===== config.mk =====
export PLATFORM = sky130hd
export DESIGN_NAME = guess_eval_flat
export DESIGN_NICKNAME = d
export VERILOG_FILES = /design/src/rtl/guess_eval_if.sv /design/src/rtl/guess_eval.sv /design/src/flat_wrapper.sv
export SDC_FILE = /design/constraint.sdc
export NUM_CORES = 1
export LEC_CHECK = 0
export ABC_AREA = 1
export CAP_MARGIN = 20
export CORE_AREA = 10 10 47 49
export CTS_CLUSTER_SIZE = 30
export DETAILED_ROUTE_END_ITERATION = 8
export DIE_AREA = 0 0 57 59
export GPL_TIMING_DRIVEN = 0
export HOLD_SLACK_MARGIN = 0.1
export PLACE_DENSITY_LB_ADDON = 0.25
export SLEW_MARGIN = 15
export SYNTH_ARGS = -nofsm -noshare
export SYNTH_HDL_FRONTEND = slang
export SYNTH_SLANG_ARGS = --single-unit

===== constraint.sdc =====
create_clock -name clk_i -period 0.9 [get_ports clk_i]
set_clock_uncertainty 0.05 [all_clocks]
set_input_delay 0.09 -clock clk_i [delete_from_list [all_inputs] [get_ports clk_i]]
set_output_delay 0.09 -clock clk_i [all_outputs]
set_load 0.01 [all_outputs]

===== src/rtl/guess_eval_if.sv =====
// Spinner-to-display bus for the guess evaluator: position, run state, guess mask in; decimal point, hit pulse, score out.
interface guess_eval_if #(
    parameter int unsigned NUM_POS = 6,
    parameter int unsigned POS_W   = 3,
    parameter int unsigned SCORE_W = 8
) ();
    logic [POS_W-1:0]   pos_i;
    logic               running_i;
    logic [NUM_POS-1:0] guess_i;
    logic               dp_o;
    logic               hit_o;
    logic [SCORE_W-1:0] score_o;

    modport master (
        output pos_i, running_i, guess_i,
        input  dp_o, hit_o, score_o
    );

    modport slave (
        input  pos_i, running_i, guess_i,
        output dp_o, hit_o, score_o
    );
endinterface


===== src/rtl/guess_eval.sv =====
// LED spinner guess evaluator: decimal point from the guess mask, hit pulse on spin stop.
// Optional saturating hit score enabled by defining GUESS_EVAL_SCORE_EN.
module guess_eval #(
    parameter int unsigned NUM_POS = 6,
    parameter int unsigned POS_W   = 3,
    parameter int unsigned SCORE_W = 8
) (
    input  logic         clk_i,
    input  logic         rst_n_i,
    guess_eval_if.slave  bus
);

    logic running_q;
    logic dp_q, dp_d;
    logic hit_q, hit_d;
    logic sel_c;

    // Guess bit at the current position; out-of-range positions match nothing and read 0.
    always_comb begin
        sel_c = 1'b0;
        for (int unsigned k = 0; k < NUM_POS; k++) begin
            if (bus.pos_i == POS_W'(k)) begin
                sel_c = bus.guess_i[k];
            end
        end
    end

    always_comb begin
        dp_d  = ~bus.running_i & sel_c;
        hit_d = running_q & ~bus.running_i & sel_c;
    end

    always_ff @(posedge clk_i) begin
        if (!rst_n_i) begin
            running_q <= 1'b0;
            dp_q      <= 1'b0;
            hit_q     <= 1'b0;
        end else begin
            running_q <= bus.running_i;
            dp_q      <= dp_d;
            hit_q     <= hit_d;
        end
    end

    assign bus.dp_o  = dp_q;
    assign bus.hit_o = hit_q;

`ifdef GUESS_EVAL_SCORE_EN
    logic [SCORE_W-1:0] score_q, score_d;

    // Count hits, holding at full scale instead of wrapping.
    always_comb begin
        score_d = score_q;
        if (hit_d && (score_q != {SCORE_W{1'b1}})) begin
            score_d = score_q + SCORE_W'(1);
        end
    end

    always_ff @(posedge clk_i) begin
        if (!rst_n_i) begin
            score_q <= SCORE_W'(0);
        end else begin
            score_q <= score_d;
        end
    end

    assign bus.score_o = score_q;
`else
    assign bus.score_o = SCORE_W'(0);
`endif

endmodule


===== src/flat_wrapper.sv =====
// flat-port wrapper written by rule: the top's interface ports become plain ports
module guess_eval_flat 
#(
    parameter int unsigned NUM_POS = 6,
    parameter int unsigned POS_W   = 3,
    parameter int unsigned SCORE_W = 8
)
  (clk_i, rst_n_i, bus_pos_i, bus_running_i, bus_guess_i, bus_dp_o, bus_hit_o, bus_score_o);
  guess_eval_if #(.NUM_POS(NUM_POS), .POS_W(POS_W), .SCORE_W(SCORE_W)) bus_i ();
  input  logic clk_i;
  input  logic rst_n_i;
  input wire logic [$bits(bus_i.pos_i)-1:0] bus_pos_i;
  input wire logic [$bits(bus_i.running_i)-1:0] bus_running_i;
  input wire logic [$bits(bus_i.guess_i)-1:0] bus_guess_i;
  output wire logic [$bits(bus_i.dp_o)-1:0] bus_dp_o;
  output wire logic [$bits(bus_i.hit_o)-1:0] bus_hit_o;
  output wire logic [$bits(bus_i.score_o)-1:0] bus_score_o;
  assign bus_i.pos_i = bus_pos_i;
  assign bus_i.running_i = bus_running_i;
  assign bus_i.guess_i = bus_guess_i;
  assign bus_dp_o = bus_i.dp_o;
  assign bus_hit_o = bus_i.hit_o;
  assign bus_score_o = bus_i.score_o;
  guess_eval #(.NUM_POS(NUM_POS), .POS_W(POS_W), .SCORE_W(SCORE_W)) u_core (.clk_i(clk_i), .rst_n_i(rst_n_i), .bus(bus_i));
endmodule

**Ports around the boundary**

Pins as bars across the die edge, other pins in gray.
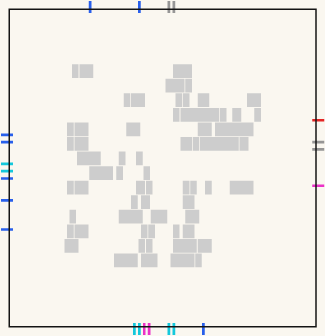
| color | port | pins | direction | edge |
|---|---|---|---|---|
| blue | bus_score_o | 8 | output | 5 west, 2 north, 1 south |
| magenta | bus_pos_i | 3 | input | 2 south, 1 east |
| red | bus_hit_o | 1 | output | east |
| cyan | bus_guess_i | 6 | input | 4 south, 2 west |
all pins by edge: 7 west, 7 south, 4 east, 4 north

**Gate-type map**

The bar under the picture is 20 µm long.
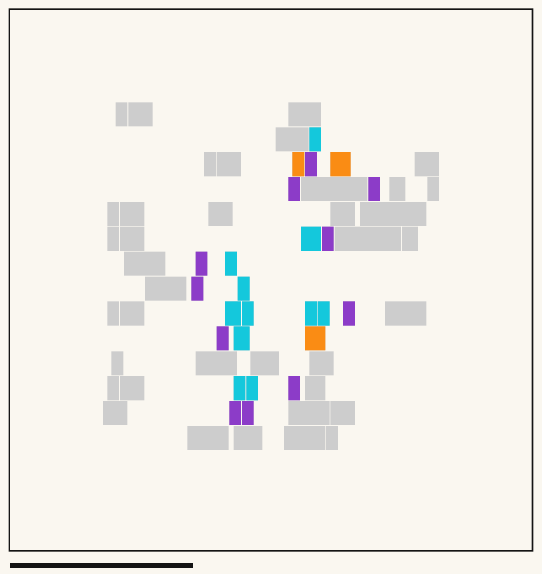
| color | family | cells |
|---|---|---|
| purple | inverters | 11 |
| orange | NOR gates | 3 |
| cyan | NAND gates | 11 |
final non-filler cell total: 79
logic share of the area: 23.7%

==> impl_metrics.csv <==
group,metric,value,unit
run_status,status,"complete, no violations",
power,swShare,25.6,%
logic_synthesis,largest_area_cell,"dfxtp_1",
die,fp_util,17.1,%
cells_and_area,nNonClkInverters,11,
power,p_leak,0.323,nW
place,place_inst,75,
grt,met2_usage,6.05,%
grt,grt_max_degree,5,
grt,grt_pass1_vias,255,
logic_synthesis,top_logic_kind,"buffers and inverters",
die,fp.dieH,59,µm
die,chipWidth,57,µm
grt,overflow,0,
logic_synthesis,area_leaders,"dfxtp_1 (25%), buf_4 (25%), inv_1 (16%), nand2_1 (13%), nand3_1 (4.2%)",
logic_synthesis,synthFlopType,"dfxtp_1",
cells_and_area,clock_buffers,4,
power,seq_power,140,µW
critical_path,startpoint,"u_core.bus.hit_o",
critical_path,cpMaxStageDelayCell,"dfxtp_1",
critical_path,crit_end,"bus_hit_o",
cells_and_area,dominant-cell-class,"buffers",
drt,drc,0,
job,warnings,26,
drt,topRoutingLayerUsed,"met3",
cells_and_area,comb_cells,24,
critical_path,rrSetupSlack,0.37,ns
sta,finalWorstSetupSlack,0.109,ns
drt,drt_pass1_iterations,2,
drt,wl_met1,248,µm
logic_synthesis,aoi_share,3.14,%
critical_path,cp_max_fo,1,
clocking,cts_tree,"built",
drt,via_per_inst,3.23,
logic_synthesis,yosys-stat-area,239,µm²
min_path,min-delay-start,"bus_guess_i[5]",
sta,final-hold-violation-count,0,
drt,drt_iter0_drc,2,
cells_and_area,buffers,21,
sta,post-route-min-period,0.791,ns
power,ir_drop,501,µV
place,port_buffers,13,
logic_synthesis,ys_async_sr_fraction,0,%
power,power_density,1130,mW/mm²
job,max-cap-violations,0,
cells_and_area,area_growth,88.0,%
cells_and_area,buf_share,43.5,%
grt,antenna_found_initial,0,
place,pre_cts_ws,-0.339,ns
die,io-pin-count,22,
drt,ant_nets,0,
sta,hold_slack,0.193,ns
sta,tns,0,ns
clocking,cts_sinks,3,
Power and IR drop assume default switching activity.
